**src/rtl/calc_port_responder.sv**
```systemverilog
// Calculator request/response port responder: accepts cmd+operand1, then operand2,
// and returns a one-cycle response LATENCY cycles later. Optional macro: CALC_ERR_CNT_EN.
module calc_port_responder #(
    parameter int WIDTH   = 32,
    parameter int LATENCY = 3
) (
    input  logic             c_clk,
    input  logic             reset,
    input  logic [3:0]       req_cmd_in,
    input  logic [WIDTH-1:0] req_data_in,
    output logic [1:0]       out_resp,
    output logic [WIDTH-1:0] out_data,
    output logic             busy
`ifdef CALC_ERR_CNT_EN
    ,
    output logic [7:0]       err_cnt
`endif
);

    localparam logic [3:0] LAT_M1 = 4'(LATENCY - 1);
    localparam logic [1:0] RESP_NONE = 2'b00;
    localparam logic [1:0] RESP_OK   = 2'b01;
    localparam logic [1:0] RESP_ERR  = 2'b10;

    typedef enum logic [1:0] {
        S_IDLE = 2'b00,
        S_OP2  = 2'b01,
        S_WAIT = 2'b10
    } state_t;

    state_t             r_state;
    state_t             w_next_state;
    logic [3:0]         r_cmd;
    logic [WIDTH-1:0]   r_op1;
    logic [3:0]         r_cnt;
    logic [WIDTH+1:0]   r_res;
    logic [1:0]         r_resp;
    logic [WIDTH-1:0]   r_data;
    logic               r_busy;
    logic               w_done;
    logic [WIDTH+1:0]   w_calc;
    logic [WIDTH+1:0]   w_out;
`ifdef CALC_ERR_CNT_EN
    logic [7:0]         r_err_cnt;
`endif

    // Packs {response code, result}; errors always carry a zero result.
    function automatic logic [WIDTH+1:0] calc(input logic [3:0] cmd,
                                              input logic [WIDTH-1:0] a,
                                              input logic [WIDTH-1:0] b);
        logic [WIDTH:0] sum;
        sum = {1'b0, a} + {1'b0, b};
        case (cmd)
            4'd1: begin
                if (sum[WIDTH]) calc = {RESP_ERR, {WIDTH{1'b0}}};
                else            calc = {RESP_OK, sum[WIDTH-1:0]};
            end
            4'd2: begin
                if (b > a) calc = {RESP_ERR, {WIDTH{1'b0}}};
                else       calc = {RESP_OK, a - b};
            end
            4'd5:    calc = {RESP_OK, a << b[4:0]};
            4'd6:    calc = {RESP_OK, a >> b[4:0]};
            default: calc = {RESP_ERR, {WIDTH{1'b0}}};
        endcase
    endfunction

    // Next-state decode and completion strobe.
    always_comb begin
        w_next_state = r_state;
        w_done       = 1'b0;
        w_calc       = calc(r_cmd, r_op1, req_data_in);
        case (r_state)
            S_IDLE: begin
                if (req_cmd_in != 4'd0) w_next_state = S_OP2;
                else                    w_next_state = S_IDLE;
            end
            S_OP2: begin
                if (LATENCY == 1) begin
                    w_next_state = S_IDLE;
                    w_done       = 1'b1;
                end else begin
                    w_next_state = S_WAIT;
                end
            end
            S_WAIT: begin
                if (r_cnt == 4'd1) begin
                    w_next_state = S_IDLE;
                    w_done       = 1'b1;
                end else begin
                    w_next_state = S_WAIT;
                end
            end
            default: w_next_state = S_IDLE;
        endcase
        if (r_state == S_OP2) w_out = w_calc;
        else                  w_out = r_res;
    end

    // State register.
    always_ff @(posedge c_clk) begin
        if (reset) r_state <= S_IDLE;
        else       r_state <= w_next_state;
    end

    // Operand capture, latency counter and registered response outputs.
    always_ff @(posedge c_clk) begin
        if (reset) begin
            r_cmd  <= 4'd0;
            r_op1  <= {WIDTH{1'b0}};
            r_cnt  <= 4'd0;
            r_res  <= {(WIDTH+2){1'b0}};
            r_resp <= RESP_NONE;
            r_data <= {WIDTH{1'b0}};
            r_busy <= 1'b0;
        end else begin
            if (r_state == S_IDLE && req_cmd_in != 4'd0) begin
                r_cmd <= req_cmd_in;
                r_op1 <= req_data_in;
            end
            if (r_state == S_OP2) begin
                r_res <= w_calc;
                r_cnt <= LAT_M1;
            end else if (r_state == S_WAIT) begin
                r_cnt <= r_cnt - 4'd1;
            end
            if (w_done) begin
                r_resp <= w_out[WIDTH+1:WIDTH];
                r_data <= w_out[WIDTH-1:0];
            end else begin
                r_resp <= RESP_NONE;
                r_data <= {WIDTH{1'b0}};
            end
            r_busy <= (w_next_state != S_IDLE);
        end
    end

`ifdef CALC_ERR_CNT_EN
    // Saturating count of error responses.
    always_ff @(posedge c_clk) begin
        if (reset) begin
            r_err_cnt <= 8'd0;
        end else if (w_done && w_out[WIDTH+1:WIDTH] == RESP_ERR && r_err_cnt != 8'hFF) begin
            r_err_cnt <= r_err_cnt + 8'd1;
        end
    end
    assign err_cnt = r_err_cnt;
`endif

    assign out_resp = r_resp;
    assign out_data = r_data;
    assign busy     = r_busy;

endmodule
```
**config.mk**
```make
export PLATFORM = sky130hd
export DESIGN_NAME = calc_port_responder
export DESIGN_NICKNAME = d
export VERILOG_FILES = /design/src/rtl/calc_port_responder.sv
export SDC_FILE = /design/constraint.sdc
export NUM_CORES = 1
export LEC_CHECK = 0
export CORE_MARGIN = 2
export CORE_UTILIZATION = 41
export CTS_CLUSTER_DIAMETER = 200
export DETAILED_ROUTE_END_ITERATION = 10
export GPL_ROUTABILITY_DRIVEN = 1
export SYNTH_ARGS = -nofsm -noshare
export SYNTH_HDL_FRONTEND = slang
export SYNTH_SLANG_ARGS = --single-unit
```
**constraint.sdc**
```tcl
create_clock -name c_clk -period 5 [get_ports c_clk]
set_input_delay 0.75 -clock c_clk [delete_from_list [all_inputs] [get_ports c_clk]]
set_output_delay 0.75 -clock c_clk [all_outputs]
set_load 0.01 [all_outputs]
```
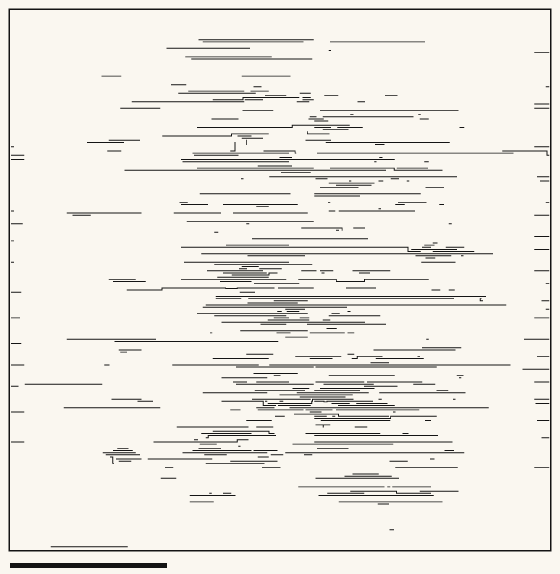
Fig. 1. Metal 3 (run 1).
Scale bar: 50 µm.
nets with wire on the layer: 240
main direction: horizontal
longest straight run: 95.2 µm
global routing met3 resource utilization: 5.983%
vias: 12.05k
wire length reported by the detailed router: 48430 µm

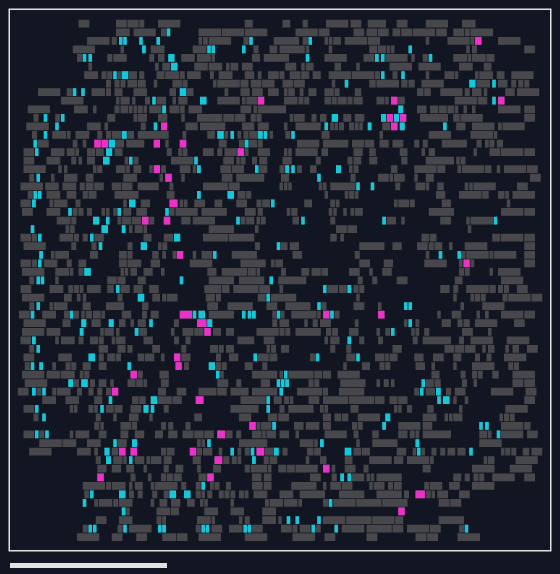
Fig. 2. Gate families picked out (run 1).
Scale bar: 50 µm.
[nand cells] cyan | cells: 214 | most used: nand2_1 | where: spread over the die
[and/or cells] magenta | cells: 42 | most used: and3_1
post-layout instance count excluding filler cells: 1899
leading cell type in the layout, fill and taps excluded: nor2_1

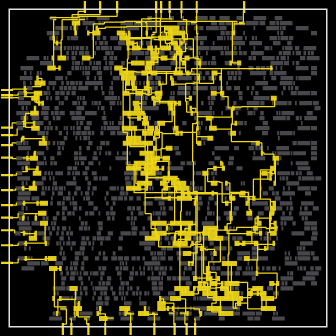
Fig. 3. Nets reached from selected ports (run 1).
[`req_data_in`] yellow | direction: input | end cells: 332 | buffers: 40 | wire: 3730 µm

==> deck_impl_summary.md, run 1 <==
Flow Results at a Glance

Status
  • Result of the run: finished clean

Clocking
  • Deepest clock path buffer count: 2
  • Root Buffer Master: clkbuf_16

GRT
  • Largest net degree at the start of global routing: 76
  • Number of antenna violations at the first check in global routing: 1

Timing
  • Number of hold violations in the final report: 0
  • Worst Tran Pin Value: 1.003 ns
  • Final-layout worst hold slack: 0.4728 ns

Logic synthesis
  • Area leader, netlist: dfxtp_1
  • Ys cells: 1518
  • Mux share of post-synthesis cell area: 13.55%
  • Synth flops: 111
  • Total cell area reported by yosys after synthesis: 11520 µm²
  • Basic-gate share of the synthesized area counting and, or, nand and nor cells: 21.51%
  • Cell types with the highest counts after synthesis: nor2_1 (193), nand2_1 (167), a21oi_1 (147)
  • Post-synth top flop: dfxtp_1
  • Unique cell types: 92
  • Share of synthesized registers carrying an async set or reset: 0%

Hold path
  • Classification of the worst-slack hold path: reg -> reg

Worst setup path
  • Maximum fanout encountered on the critical timing path: 7
  • Startpoint Class: primary input
  • Critical Path End Type: register

Pwr
  • Static Leak: 4.936 nW
  • Combinational fraction of design power: 45.7%

Routing
  • Vias per cell: 6.345
  • Detail Route met3 WL: 4792 µm

Cells and area
  • Seq. cell area: 2222 µm²
  • Flip-flops: 111
  • Sequential cell area share: 17.45%
  • Portion of the layout cell area used by non-clock buffers: 7.544%
  • Number of diodes added for antenna fixing: 0
  • Fraction of standard cell area in multi-input logic: 66.76%

Floorplan
  • Vertical die size: 171.6 µm
  • Top-level port count: 73

Placement
  • Port-buffer cells: 72
  • Post-Place Setup Slack: 0.5198 ns
==> run 1: path summary, 6_finish.rpt <==
check,endpoint,slack (ns),from,depth (start not counted)
setup / recovery,out_data[30],0.79,req_data_in[4],12
hold / removal,r_cmd[1],0.47,r_cmd[1],2
setup reg to reg,out_data[29],1.13,r_op1[0],12
hold reg to reg,r_cmd[1],0.47,r_cmd[1],2
==> run 1: power groups by stage <==
stage / Combinational, mW / Sequential, mW / Clock (mW)
5_1_grt: 1.65 / 1.06 / 0.817
3_5_place_dp: 1.49 / 1.06 / 0
6_report: 1.54 / 1.05 / 0.780
2_1_floorplan: 1.05 / 1.00 / 0
3_3_place_gp: 1.50 / 1.06 / 0
4_1_cts: 1.50 / 1.04 / 0.798
Fig. 4: run 1, cell placement
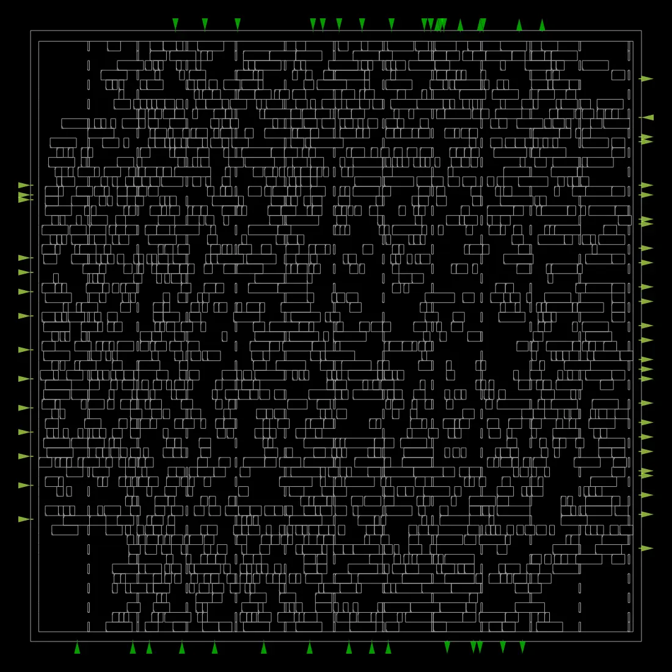

## Run 2: what changed since run 1
- clock period: 5 -> 3.4 ns (I/O delays scaled with it)
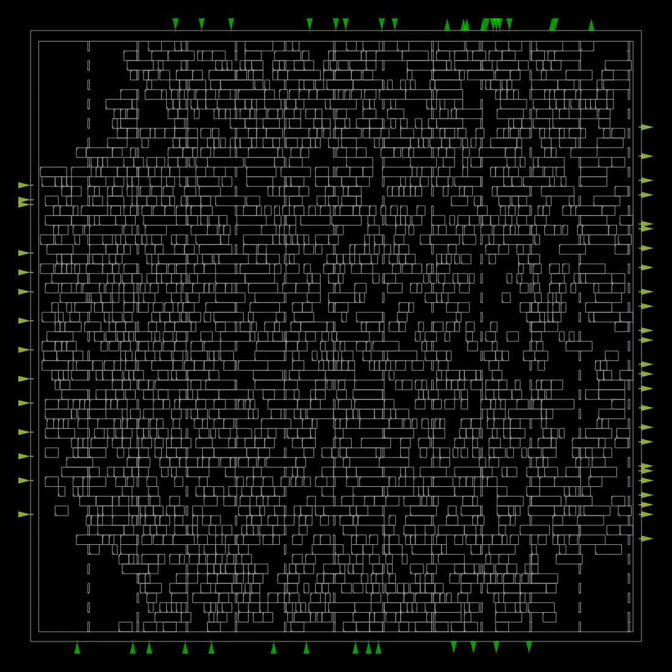
Fig. 5. Cell placement (run 2).
count of standard-cell rows: 61
flip-flops: 111
sequential cell area share: 14.61%
number of filler instances in the final layout: 2726

==> run 2 against run 1 <==
Against the previous run: combinational power increased by 96%; die size unchanged; clock skew increased by 0.0091 ns; via count increased by 11%; critical path depth increased by 2; worst hold slack got worse by 0.062 ns; largest power group unchanged; non-clock buffer count increased by 299; synthesized cell count unchanged; total power increased by 67%.
==> deck_impl_summary.md, run 2 <==
Flow Results at a Glance

GRT
  • Global routing met3 resource utilization: 7.386% (+1.4 points)
  • Number of antenna violations at the first check in global routing: 0 (-1)
  • Largest net degree at the start of global routing: 80 (+5.3%)

Pwr
  • Seq pwr: 1.42 mW (+35%)
  • Comb group: 3.02 mW (+96%)
  • Combinational fraction of design power: 53.9% (+8.2 points)
  • Clock group power: 1.16 mW (+49%)

Worst setup path
  • Register-to-Register Path Depth: 14 (+2)
  • Critical Path End Type: register
  • Startpoint Class: register
  • Maximum fanout encountered on the critical timing path: 7 (unchanged)

Clocking
  • Deepest clock path buffer count: 2 (unchanged)
  • Root Buffer Master: clkbuf_16

Placement
  • Post-Place Setup Slack: -0.4790 ns (-0.9988 ns)
  • Port-buffer cells: 72 (unchanged)

Logic synthesis
  • Share of synthesized registers carrying an async set or reset: 0% (unchanged)
  • Unique cell types: 92 (unchanged)
  • Post-synth top flop: dfxtp_1
  • Ys cells: 1518 (unchanged)
  • Cell types with the highest counts after synthesis: nor2_1 (193), nand2_1 (167), a21oi_1 (147)
  • Total cell area reported by yosys after synthesis: 11520 µm² (unchanged)
  • Mux share of post-synthesis cell area: 13.55% (unchanged)
  • Synth flops: 111 (unchanged)

Routing
  • Detail Route met3 WL: 5447 µm (+14%)
  • Vias per cell: 6.073 (-4.3%)
  • Wire length reported by the detailed router: 49670 µm (+2.6%)
  • Vias: 13.36k (+11%)

Cells and area
  • Number of diodes added for antenna fixing: 0 (unchanged)

Floorplan
  • Top-level port count: 73 (unchanged)

Timing
  • Number of hold violations in the final report: 0 (unchanged)
  • Final-layout worst hold slack: 0.4112 ns (-0.06158 ns)

Status
  • Result of the run: finished clean
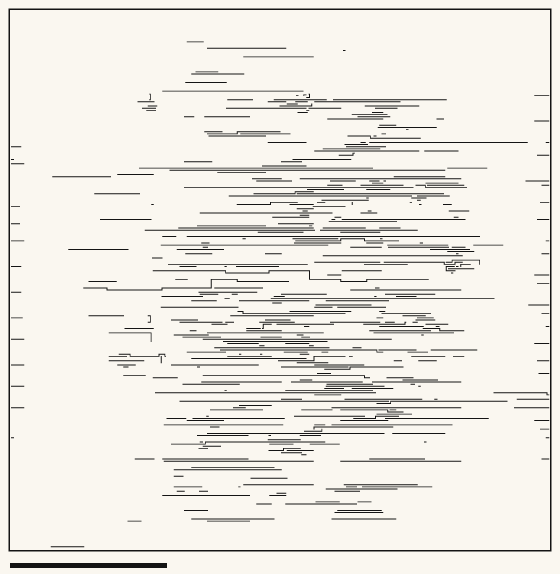
Fig. 6. Metal 3 (run 2).
Scale bar: 50 µm.
nets with wire on the layer: 286
share of all routed wire: 11%
wire length on this layer: 5450 µm

run 2: cell type report:
| type | count | area [µm²] |
|---|---|---|
| clock buffers | 9 | 225.2 |
| clock inverters | 7 | 85.08 |
| fillers | 2726 | 12490 |
| inverters | 74 | 284.0 |
| multi-input cells | 1216 | 8681 |
| flip-flops and latches | 111 | 2223 |
| well taps | 378 | 473.0 |
| repair buffers | 404 | 3242 |
run 2: path summary, 6_finish.rpt:
check                                     from     endpoint  slack, ns
worst max register to register        r_op1[0]  out_resp[0]       0.07
worst max-delay path                  r_op1[0]  out_resp[0]       0.07
worst min register to register        r_cmd[0]     r_cmd[0]       0.48
worst min-delay path            req_data_in[1]     r_op1[1]       0.41
run 2: tightest hold or removal path: stages:
cell and delay (ns):
buf_4 0.14, nand2_1 0.06, a21oi_1 0.06
Power and IR drop assume default switching activity.
